`config.mk`:
```
export PLATFORM = sky130hd
export DESIGN_NAME = store_hash_queue_flat
export DESIGN_NICKNAME = d
export VERILOG_FILES = /design/src/rtl/cva5_config.sv /design/src/rtl/cva5_types.sv /design/src/rtl/store_hash_queue_if.sv /design/src/rtl/lsq_hash_compare.sv /design/src/rtl/store_hash_queue.sv /design/src/flat_wrapper.sv
export SDC_FILE = /design/constraint.sdc
export NUM_CORES = 1
export LEC_CHECK = 0
export CORE_UTILIZATION = 25
export DETAILED_ROUTE_END_ITERATION = 8
export PLACE_DENSITY = 0.42
export SYNTH_ARGS = -nofsm -noshare
export SYNTH_HDL_FRONTEND = slang
export SYNTH_SLANG_ARGS = --single-unit
```
`constraint.sdc`:
```
create_clock -name clk -period 2.4 [get_ports clk]
set_clock_uncertainty 0.15 [all_clocks]
set_input_delay 0.6 -clock clk [delete_from_list [all_inputs] [get_ports clk]]
set_output_delay 0.6 -clock clk [all_outputs]
set_load 0.02 [all_outputs]
```
`src/rtl/cva5_config.sv`:
```
// Core configuration constants used by the load/store queue.
package cva5_config;
  localparam int LSQ_STORE_HASH_DEPTH = 4;
endpackage

```
`src/rtl/cva5_types.sv`:
```
// Shared LSQ types: the reduced address hash used for store/load overlap checks.
package cva5_types;
  typedef logic [3:0] addr_hash_t;
endpackage

```
`src/rtl/store_hash_queue_if.sv`:
```
// Issue/commit/query bundle between the LSQ control and the store hash queue.
interface store_hash_queue_if #(
  parameter int DEPTH = cva5_config::LSQ_STORE_HASH_DEPTH
);
  import cva5_types::*;

  logic             push;
  addr_hash_t       push_hash;
  logic             pop;
  logic             load_valid;
  addr_hash_t       load_hash;
  logic             full;
  logic             empty;
  logic [DEPTH-1:0] conflict_mask;
  logic             conflict;

  modport master (
    output push, push_hash, pop, load_valid, load_hash,
    input  full, empty, conflict_mask, conflict
  );

  modport slave (
    input  push, push_hash, pop, load_valid, load_hash,
    output full, empty, conflict_mask, conflict
  );
endinterface

```
`src/rtl/lsq_hash_compare.sv`:
```
// One slot of the overlap check: purely combinational, no backpressure.
module lsq_hash_compare
  import cva5_types::*;
(
  input  logic       slot_valid_i,
  input  addr_hash_t slot_hash_i,
  input  addr_hash_t load_hash_i,
  output logic       match_o
);
  assign match_o = slot_valid_i && (slot_hash_i == load_hash_i);
endmodule

```
`src/rtl/store_hash_queue.sv`:
```
// Circular queue of in-flight store address hashes; loads query it combinationally (0 cycles).
// Push stalls only when full without a same-cycle pop; STORE_HASH_BYPASS_EN exposes same-cycle pushes.
module store_hash_queue
  import cva5_types::*;
  import cva5_config::*;
#(
  parameter int DEPTH = LSQ_STORE_HASH_DEPTH
) (
  input logic                 clk,
  input logic                 rst,
  store_hash_queue_if.slave   q
);
  localparam int PW = $clog2(DEPTH);

  logic [PW-1:0]    wr_ptr_q, wr_ptr_d;
  logic [PW-1:0]    rd_ptr_q, rd_ptr_d;
  logic [PW:0]      count_q, count_d;
  logic [DEPTH-1:0] valid_q, valid_d;
  addr_hash_t       hash_q [DEPTH];

  logic push_acc;
  logic pop_acc;
  logic [DEPTH-1:0] slot_match;

  assign q.full  = (count_q == (PW+1)'(DEPTH));
  assign q.empty = (count_q == '0);

  // When full, a same-cycle pop frees the very slot being written.
  assign pop_acc  = q.pop && !q.empty;
  assign push_acc = q.push && (!q.full || q.pop);

  always_comb begin
    wr_ptr_d = wr_ptr_q;
    rd_ptr_d = rd_ptr_q;
    count_d  = count_q;
    valid_d  = valid_q;
    if (pop_acc) begin
      valid_d[rd_ptr_q] = 1'b0;
      rd_ptr_d          = rd_ptr_q + PW'(1);
    end
    if (push_acc) begin
      valid_d[wr_ptr_q] = 1'b1;
      wr_ptr_d          = wr_ptr_q + PW'(1);
    end
    if (push_acc && !pop_acc) begin
      count_d = count_q + (PW+1)'(1);
    end else if (pop_acc && !push_acc) begin
      count_d = count_q - (PW+1)'(1);
    end
  end

  always_ff @(posedge clk) begin
    if (rst) begin
      wr_ptr_q <= '0;
      rd_ptr_q <= '0;
      count_q  <= '0;
      valid_q  <= '0;
    end else begin
      wr_ptr_q <= wr_ptr_d;
      rd_ptr_q <= rd_ptr_d;
      count_q  <= count_d;
      valid_q  <= valid_d;
    end
  end

  always_ff @(posedge clk) begin
    if (push_acc) begin
      hash_q[wr_ptr_q] <= q.push_hash;
    end
  end

  for (genvar i = 0; i < DEPTH; i++) begin : g_cmp
    lsq_hash_compare u_cmp (
      .slot_valid_i (valid_q[i] && q.load_valid),
      .slot_hash_i  (hash_q[i]),
      .load_hash_i  (q.load_hash),
      .match_o      (slot_match[i])
    );
  end

`ifdef STORE_HASH_BYPASS_EN
  logic [DEPTH-1:0] bypass_mask;

  always_comb begin
    bypass_mask = '0;
    if (push_acc && q.load_valid && (q.push_hash == q.load_hash)) begin
      bypass_mask[wr_ptr_q] = 1'b1;
    end
  end

  assign q.conflict_mask = slot_match | bypass_mask;
`else
  assign q.conflict_mask = slot_match;
`endif

  assign q.conflict = |q.conflict_mask;

  // Overflow/underflow attempts must leave the queue untouched.
  a_push_full_no_pop: assert property (@(posedge clk) disable iff (rst)
    (q.push && q.full && !q.pop) |=> (q.full && $stable(wr_ptr_q)));
  a_pop_empty: assert property (@(posedge clk) disable iff (rst)
    (q.pop && q.empty && !q.push) |=> (q.empty && $stable(rd_ptr_q)));
endmodule

```
`src/flat_wrapper.sv`:
```
// flat-port wrapper written by rule: the top's interface ports become plain ports
module store_hash_queue_flat import cva5_types::*; import cva5_config::*;
#(
  parameter int DEPTH = LSQ_STORE_HASH_DEPTH
)
  (clk, rst, q_push, q_push_hash, q_pop, q_load_valid, q_load_hash, q_full, q_empty, q_conflict_mask, q_conflict);
  store_hash_queue_if #(.DEPTH(DEPTH)) q_i ();
  input logic clk;
  input logic rst;
  input wire logic [$bits(q_i.push)-1:0] q_push;
  input wire logic [$bits(q_i.push_hash)-1:0] q_push_hash;
  input wire logic [$bits(q_i.pop)-1:0] q_pop;
  input wire logic [$bits(q_i.load_valid)-1:0] q_load_valid;
  input wire logic [$bits(q_i.load_hash)-1:0] q_load_hash;
  output wire logic [$bits(q_i.full)-1:0] q_full;
  output wire logic [$bits(q_i.empty)-1:0] q_empty;
  output wire logic [$bits(q_i.conflict_mask)-1:0] q_conflict_mask;
  output wire logic [$bits(q_i.conflict)-1:0] q_conflict;
  assign q_i.push = q_push;
  assign q_i.push_hash = q_push_hash;
  assign q_i.pop = q_pop;
  assign q_i.load_valid = q_load_valid;
  assign q_i.load_hash = q_load_hash;
  assign q_full = q_i.full;
  assign q_empty = q_i.empty;
  assign q_conflict_mask = q_i.conflict_mask;
  assign q_conflict = q_i.conflict;
  store_hash_queue #(.DEPTH(DEPTH)) u_core (.clk(clk), .rst(rst), .q(q_i));
endmodule
```
run_1/layer_met3.png
Scale: 6 px per µm. Cells faint in the background.
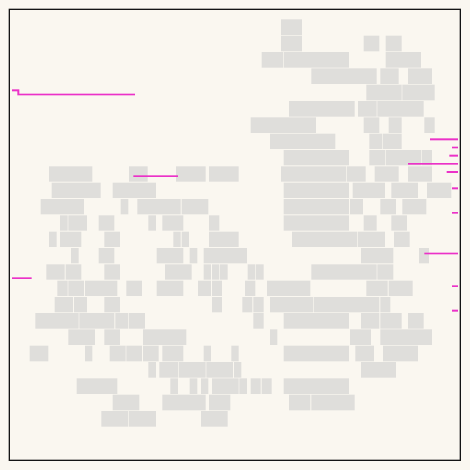
share of all routed wire: 2.0%
main direction: horizontal
wire length on this layer: 55.2 µm
longest straight run: 19.3 µm
vias: 932
met3 GRT Util: 0.0161
Post-Route WL: 2760 µm

run_1/clk_routes.png
Scale: 4 px per µm.
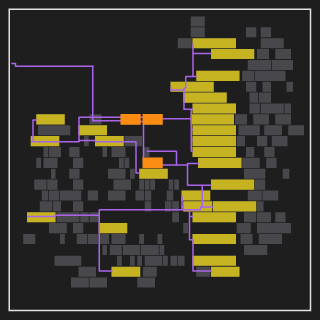
legend:
  purple:
    item: clock wires
    length: 302 µm
  yellow:
    item: flip-flops
    count: 27
  orange:
    item: clock drivers
    count: 3
routed clock nets: 4

run_1/layer_met1.png
Scale: 4 px per µm. Supply wires on this layer in gray.
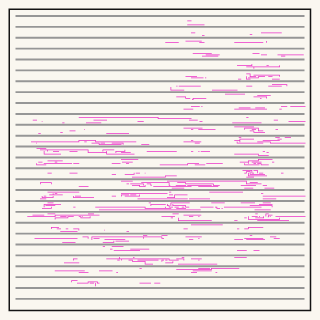
nets with wire on the layer: 157
share of all routed wire: 40%
wire length on this layer: 1,090 µm
main direction: horizontal
longest straight run: 25.3 µm

run 1: worst max-delay path, delay by kind of cell:
| kind | cells | cell delay [ns] |
|---|---|---|
| and+or+nand+nor | 2 | 0.61 |
| AOI/OAI and AO/OA | 1 | 0.17 |
| buffers and inverters | 4 | 0.37 |
run 1: registers in the layout, indices dropped and copies added, names as in the netlist:
name and count:
u_core.hash_q 16, u_core.count_q 3, u_core.rd_ptr_q 2, u_core.valid_q 4
u_core.wr_ptr_q 2
run 1: cells by family after synthesis:
| family | after synthesis | share of synthesized area |
|---|---|---|
| compound gates | 17 | 0.0837 |
| flops | 27 | 0.527 |
| buf+inv | 18 | 0.0621 |
| fa+ha+maj | 10 | 0.0997 |
| simple gates | 26 | 0.113 |
| mux | 3 | 0.0226 |
| xor+xnor | 14 | 0.0922 |
run 1: Yosys cell counts:
master      n
edfxtp_1   16
dfxtp_1    11
inv_1      10
ha_1        9
xor2_1      9
nand2_1     8
nor2_1      6
a21oi_1     5
o21ai_0     5
xnor2_1     5
buf_4       4
inv_2       3
mux2i_1     3
nand2b_1    2
a21boi_2    1
a222oi_1    1
a22o_1      1
clkbuf_1    1
fa_1        1
nand3_1     1
nand3_2     1
nor3_1      1
nor3_2      1
nor3b_1     1
nor4_1      1
nor4_2      1
nor4b_2     1
o2111ai_1   1
o211ai_1    1
o221ai_1    1
o22ai_1     1
or3_1       1
or4_1       1
run 1: power groups by stage:
stage	Sequential (mW)	Combinational, mW	Clock (mW)
global placement	0.646	0.477	0
floorplan	0.633	0.295	0
CTS	0.644	0.523	0.260
finish	0.643	0.532	0.252
global route	0.654	0.595	0.276
detailed placement	0.650	0.483	0
run 1: worst min-delay path by stage:
stage | endpoint | slack, ns | start
2_1_floorplan | u_core.valid_q[1] | 0.30 | u_core.valid_q[1]
3_3_place_gp | u_core.valid_q[1] | 0.34 | u_core.valid_q[1]
3_5_place_dp | u_core.valid_q[2] | 0.34 | u_core.valid_q[2]
4_1_cts | u_core.valid_q[2] | 0.35 | u_core.valid_q[2]
5_1_grt | u_core.valid_q[2] | 0.39 | u_core.valid_q[2]
6_report | u_core.valid_q[2] | 0.36 | u_core.valid_q[2]
run 1: cells in the final DEF (no fill, tap or decap), types with 2 or more instances in the layout:
cell type and count:
nand2_1 7, inv_4 3, a21oi_1 4, nand2b_1 2, buf_4 21, buf_6 4, buf_2 2, mux2i_1 3
dlymetal6s2s_1 3, xor2_1 5, nor2_1 6, xor2_2 4, clkdlybuf4s50_1 5, inv_2 4, xnor2_1 4, clkbuf_8 3
edfxtp_1 16, o21ai_0 5, inv_1 6, dfxtp_1 11, ha_1 8
run 1: what timing repair did:
action | CTS | global route
pin swaps | 14 | 12
gates resized | 64 | 18
gates cloned | 0 | 0
setup buffers | 8 | 0
setup endpoints to repair | 6 | 24
run 1: cell type report:
cell class / instances / area (µm²) / share of cell area
Timing Repair Buffer: 39 / 340 / 0.179
Sequential cell: 27 / 701 / 0.369
Inverter: 13 / 56.3 / 0.0297
Tap cell: 70 / 87.6 / 0.0462
Clock inverter: 1 / 5.00 / 0.00264
Multi-Input combinational cell: 70 / 666 / 0.351
Clock buffer: 3 / 41.3 / 0.0218
==> Changelog: implementation, run 1 <==
### Physical design

- Worst EP required: 1.65 ns
- Worst setup path endpoint: q_conflict
- Die width: about 75 µm
- Crit-path max FO: 3
- Mapped cell area: between 0.001 and 0.0015 mm²
- Max Cap Violations: 0
- Leak: just under 0.8 nW
- Grt total ovfl: 0
- CP Capture Type: primary output
- Final setup violation count: 1
- Vias in the first global route: 947
- Synth Register Bits: 27
- Core area: between 0.005 and 0.006 mm²
- Die y size: about 75 µm
- Status: complete, but fails checks
- Pwr dens: about 750 mW/mm²
- RSZ-0062 raised after global routing: true
- Top cells by area: edfxtp_1, dfxtp_1, ha_1
- Mean Syn Cell Area: ~12 µm²
- Clk sinks: 27
- Fin cells: 223
- Met1 WL: 1090 µm
- YS chip area: ~0.0013 mm²
- Pin count of the biggest net entering global routing: 16
- Least-Margin Pin Slew: ~0.44 ns
- Placed insts: around 210
- Crit Path Class: input pin to primary output
- Clock network power share: 0.177
- CTS tree: yes
- Post-Syn Nets: ~140
- Leading area contributor after synthesis: edfxtp_1
- Synth Instances: ~120
- Clk buf depth: 2
- Seq/Total Area, Yosys: 0.527
- Tool warning count: 34
- Slowest cell on crit path: or4_4
- Worst hold path type: register to register
- Final Max Tran Viols: 0
- Crit path launch type: input pin
- Failing checks: setup timing
- Switching Share: 0.326
- Area grow syn2layout: 42.6%
- Place WS: -0.916 ns
- Ys Warns: 0
- First-pass GRT wire length: 4330 µm
- GR Util met2: 0.207
- Filler instances: between 500 and 600
- RD Place Congestion: about 0.71
- CTS buffer count: 3
- # IOs: 20
- # hold bufs at CTS: 0
- WHS: around 0.36 ns
- Drt pass-1 iters: 4
- Chip area: 0.00562 mm²
- Comb pwr share: 0.373
- Most frequent CP cell: buf_6
- Detailed Place HPWL: a little over 2000 µm
- Total GRT Usage: 0.103
- R2R Path Start: u_core.count_q[0]
- Setup_tns: -0.105 ns
- Metal2 WL: roughly 1600 µm
- DP Area: ~0.0017 mm²
- DR WL/cell: 12.4 µm
- CP startpoint: q_load_hash[2]
- Crit path cell chain: buf_8 > inv_4 > buf_6 > o221ai_2 > nor3_2 > or4_4 > buf_6
- Sequential Power Share: 0.451
- Layout cell share with drive strength beyond 1: 0.405
- Min Tclk post-route: roughly 2.5 ns
- CP arrival: 1.76 ns
- First DRT Iteration DRCs: between 50 and 60
- Clock root buffer: clkbuf_8
- Post-synth top area share: 0.361
- M1 GR Usage: 0.114
- Cell row count: 26
- Worst Slack Setup Final: -0.105 ns
- Initial antenna violation count: 0
- # nets final: ~180
- Drt drc: 0
- Diode count: 0
- DR WL met3: between 50 and 60 µm
- Worst vdd ir: 0.382 mV
- Synth cell types: 33
- CP peak stage delay: between 0.5 and 0.6 ns
- Final core utilization: 0.371
- Layer with the highest usage: met2
- Drt via density: approximately 4.2
- Post-route cell area: roughly 0.0019 mm²
- Worst r2r path cells: 11
- Worst slew margin: 0.707
- R2R setup slack: about 0.1 ns
- Hold Vio Cnt, Final: 0
- Switching power total: ~0.46 mW
- Tot Pwr: between 1 and 1.5 mW
- Top achievable clock speed: 399 MHz
- Fp util: 0.260
run_1/cell_density.png
Scale: 4 px per µm. 7 x 7 tiles, from white (low) to dark blue (high), 0 to 100% covered.
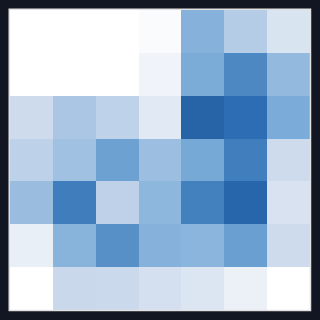

--- run 2 (diff from run 1) ---
--- a/config.mk
+++ b/config.mk
@@ -5,9 +5,11 @@
 export SDC_FILE = /design/constraint.sdc
 export NUM_CORES = 1
 export LEC_CHECK = 0
+export CAP_MARGIN = 20
 export CORE_UTILIZATION = 25
 export DETAILED_ROUTE_END_ITERATION = 8
 export PLACE_DENSITY = 0.42
+export RECOVER_POWER = 50
 export SYNTH_ARGS = -nofsm -noshare
 export SYNTH_HDL_FRONTEND = slang
 export SYNTH_SLANG_ARGS = --single-unit
run_2/cell_density.png
Scale: 4 px per µm. 7 x 7 tiles, from white (low) to dark blue (high), 0 to 100% covered.
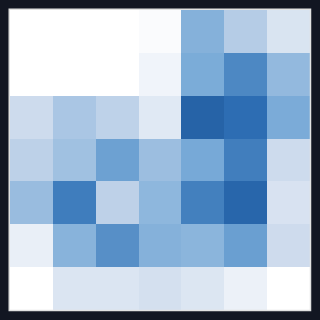
mean over tiles: 32%
fullest tile: 79%
densest ninth of the die: right middle
nearly empty tiles: 16%
tiles over 75% full: 6.1%
fp util: 0.260
core area: 0.00511 mm²
final core utilization: 0.368

run_2/clk_routes.png
Scale: 4 px per µm.
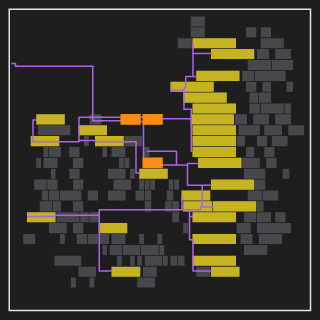
legend:
  orange:
    item: clock drivers
    count: 3
  purple:
    item: clock wires
    length: 302 µm
  yellow:
    item: flip-flops
    count: 27
routed clock nets: 4
clk pwr: 0.252 mW
clk latency late pin: 0.27 ns

==> Changelog: implementation, run 2 <==
### Physical design

- Top cells by area: edfxtp_1, dfxtp_1, ha_1 (unchanged)
- Status: complete, but fails checks (unchanged)
- DP Area: 0.00168 mm² (unchanged)
- Area grow syn2layout: 41.3% (was 42.6%)
- RSZ-0062 raised after global routing: true (unchanged)
- Crit Path Class: input pin to primary output (unchanged)
- Top achievable clock speed: 399 MHz (unchanged)
- Failing checks: setup timing (unchanged)
- Total GRT Usage: 0.103 (unchanged)
- Mean Syn Cell Area: 11.6 µm² (unchanged)
- IO Port Bufs: 19 (unchanged)
- Period utilisation layout: 1.04 (unchanged)
- Area of the multi-input gates: 666 µm² (unchanged)
- Worst hold stages: 2 (unchanged)
- Clock transition at path regs: 0.09 ns (about the same)
- Most common logic cells in the final layout: buf_4, edfxtp_1, dfxtp_1, ha_1, nand2_1 (unchanged)
- Crit path launch type: input pin (unchanged)
- DR WL/cell: 12.4 µm (about the same)
- CTS buffer count: 3 (unchanged)
- Detailed Place HPWL: 2060 µm (unchanged)
- Pwr dens: 749 mW/mm² (was 753 mW/mm²)
- Least-Margin Pin Slew: 0.443 ns (was 0.438 ns)
- Synth Register Bits: 27 (unchanged)
- CP arrival: 1.76 ns (about the same)
- Drt via density: 4.19 (was 4.18)
- Tot Pwr: 1.41 mW (was 1.43 mW)
- Post-route cell area: 0.00188 mm² (was 0.00190 mm²)
- Pin count of the biggest net entering global routing: 16 (unchanged)
- Clk buf depth: 2 (unchanged)
- Mapped cell area: 0.00133 mm² (unchanged)
- Filler instances: 536 (was 532)
- Final Max Tran Viols: 0 (unchanged)
- Worst r2r path cells: 11 (unchanged)
- CTS tree: yes (unchanged)
- Leading area contributor after synthesis: edfxtp_1 (unchanged)
- # IOs: 20 (unchanged)
- First-pass GRT wire length: 4330 µm (unchanged)
- Max Cap Violations: 0 (unchanged)
- Drt pass-1 iters: 4 (unchanged)
- Synth cell types: 33 (unchanged)
- Initial antenna violation count: 0 (unchanged)
- Flip-flop count of the largest register after layout: 16 (unchanged)
- YS chip area: 0.00133 mm² (unchanged)
- Sequential Area: 701 µm² (unchanged)
- Post-Route WL: 2770 µm (was 2760 µm)
- Vias: 935 (was 932)
- Worst hold path type: register to register (unchanged)
- WHS: 0.358 ns (was 0.359 ns)
- Worst EP required: 1.65 ns (about the same)
- # nets final: 177 (unchanged)
- Drt drc: 0 (unchanged)
- First DRT Iteration DRCs: 49 (was 56)
- Tool warning count: 34 (unchanged)
- Layout cell share with drive strength beyond 1: 0.405 (unchanged)
- Die y size: 74.9 µm (unchanged)
- Ys flop type: edfxtp_1 (unchanged)
- # Cells Yosys: 115 (unchanged)
- Post-synth top area share: 0.361 (unchanged)
- Diode count: 0 (unchanged)
- Largest regs: u_core.hash_q (16), u_core.valid_q (4), u_core.count_q (3) (unchanged)
- # hold bufs at CTS: 0 (unchanged)
- Worst vdd ir: 0.382 mV (about the same)
- Crit-path max FO: 3 (unchanged)
- Post-synth ARST share: 0 (unchanged)
- CP Capture Type: primary output (unchanged)
- Clock root buffer: clkbuf_8 (unchanged)
- Synth Instances: 115 (unchanged)
- Post-synth top cells: edfxtp_1, dfxtp_1, inv_1 (unchanged)
- Min Tclk post-route: 2.51 ns (unchanged)
- Vias in the first global route: 947 (unchanged)
- Post-synth EDFFs: 16 (unchanged)
- Post-Syn Nets: 138 (unchanged)
- R2R setup slack: 0.09 ns (was 0.10 ns)
- Seq/Total Area, Yosys: 0.527 (unchanged)
- Worst Slack Setup Final: -0.105 ns (unchanged)
- Worst slew margin: 0.704 (was 0.707)
- Grt total ovfl: 0 (unchanged)
- Ys Warns: 0 (unchanged)
- Reg with most FFs: u_core.hash_q (unchanged)
- RD Place Congestion: 0.714 (unchanged)
- Final setup violation count: 1 (unchanged)
- Hold Vio Cnt, Final: 0 (unchanged)
- Die width: 74.9 µm (unchanged)
- Chip area: 0.00562 mm² (unchanged)
- Cell with the most instances after synthesis: edfxtp_1 (unchanged)
- Place WS: -0.916 ns (unchanged)
- Clk sinks: 27 (unchanged)
- Leak: 0.764 nW (was 0.794 nW)
- Cell row count: 26 (unchanged)
- Commonest Layout Cell: buf_4 (unchanged)
[run 2: cell types whose count changed in the layout (fill, tap and decap cells not counted), sizes merged]
cell / previous run / this run
dlygate4sd3: 0 / 5
clkdlybuf4s50: 5 / 0
clkbuf: 4 / 6
dlymetal6s2s: 3 / 1
[run 2: kinds of logic after synthesis]
group | Yosys count | synth area share
AOI/OAI and AO/OA | 17 | 0.0837
xor gates and xnor gates | 14 | 0.0922
adders and majority gates | 10 | 0.0997
and+or+nand+nor | 26 | 0.113
DFF | 27 | 0.527
muxes | 3 | 0.0226
buffers and inverters | 18 | 0.0621
[run 2: metrics by stage]
stage / util / instances / TNS, ns
2_1_floorplan: - / 115 / 0
3_3_place_gp: 0.328 / 211 / -4.32
3_5_place_dp: 0.328 / 211 / -4.46
4_1_cts: 0.365 / 223 / -0.0695
5_1_grt: 0.368 / 223 / -0.148
6_report: 0.368 / 223 / -0.105
[run 2: critical path, cell delays in order]
cell	delay, ns
buf_8	0.08
inv_4	0.04
buf_6	0.11
o221ai_2	0.17
nor3_2	0.08
or4_4	0.53
buf_6	0.14
[run 2: worst paths after layout]
path / start / to
min: u_core.valid_q[2] / u_core.valid_q[2]
max reg2reg: u_core.count_q[0] / u_core.hash_q[2][3]
min reg2reg: u_core.valid_q[2] / u_core.valid_q[2]
max: q_load_hash[2] / q_conflict
[run 2: final cells by class]
type / instances / share of cell area
multi-input cells: 70 / 0.354
clock inverters: 1 / 0.00266
repair buffers: 39 / 0.172
inverters: 13 / 0.0300
well taps: 70 / 0.0466
clock buffers: 3 / 0.0220
flip-flops and latches: 27 / 0.373
[run 2: power breakdown]
group	total (mW)	internal, mW	leakage [nW]	switching (mW)
logic	0.512	0.260	0.502	0.253
registers	0.643	0.564	0.237	0.0788
clock network	0.252	0.116	0.0255	0.136
total	1.41	0.940	0.764	0.467
[run 2: repair_timing]
item	CTS	global route
buffers inserted	8	0
resized	64	18
pin swaps	14	12
gates cloned	0	0
setup endpoints to repair	6	24
[run 2: metal layers]
| layer | vias up | wire length, µm | global-route usage |
|---|---|---|---|
| li1 | 468 | - | - |
| met1 | 453 | 1110 | 0.114 |
| met2 | 12 | 1590 | 0.207 |
| met3 | 2 | 55 | 0.0161 |
| met4 | 0 | 13 | 0.0189 |
| met5 | - | 0 | 0 |
Power and IR drop assume default switching activity.
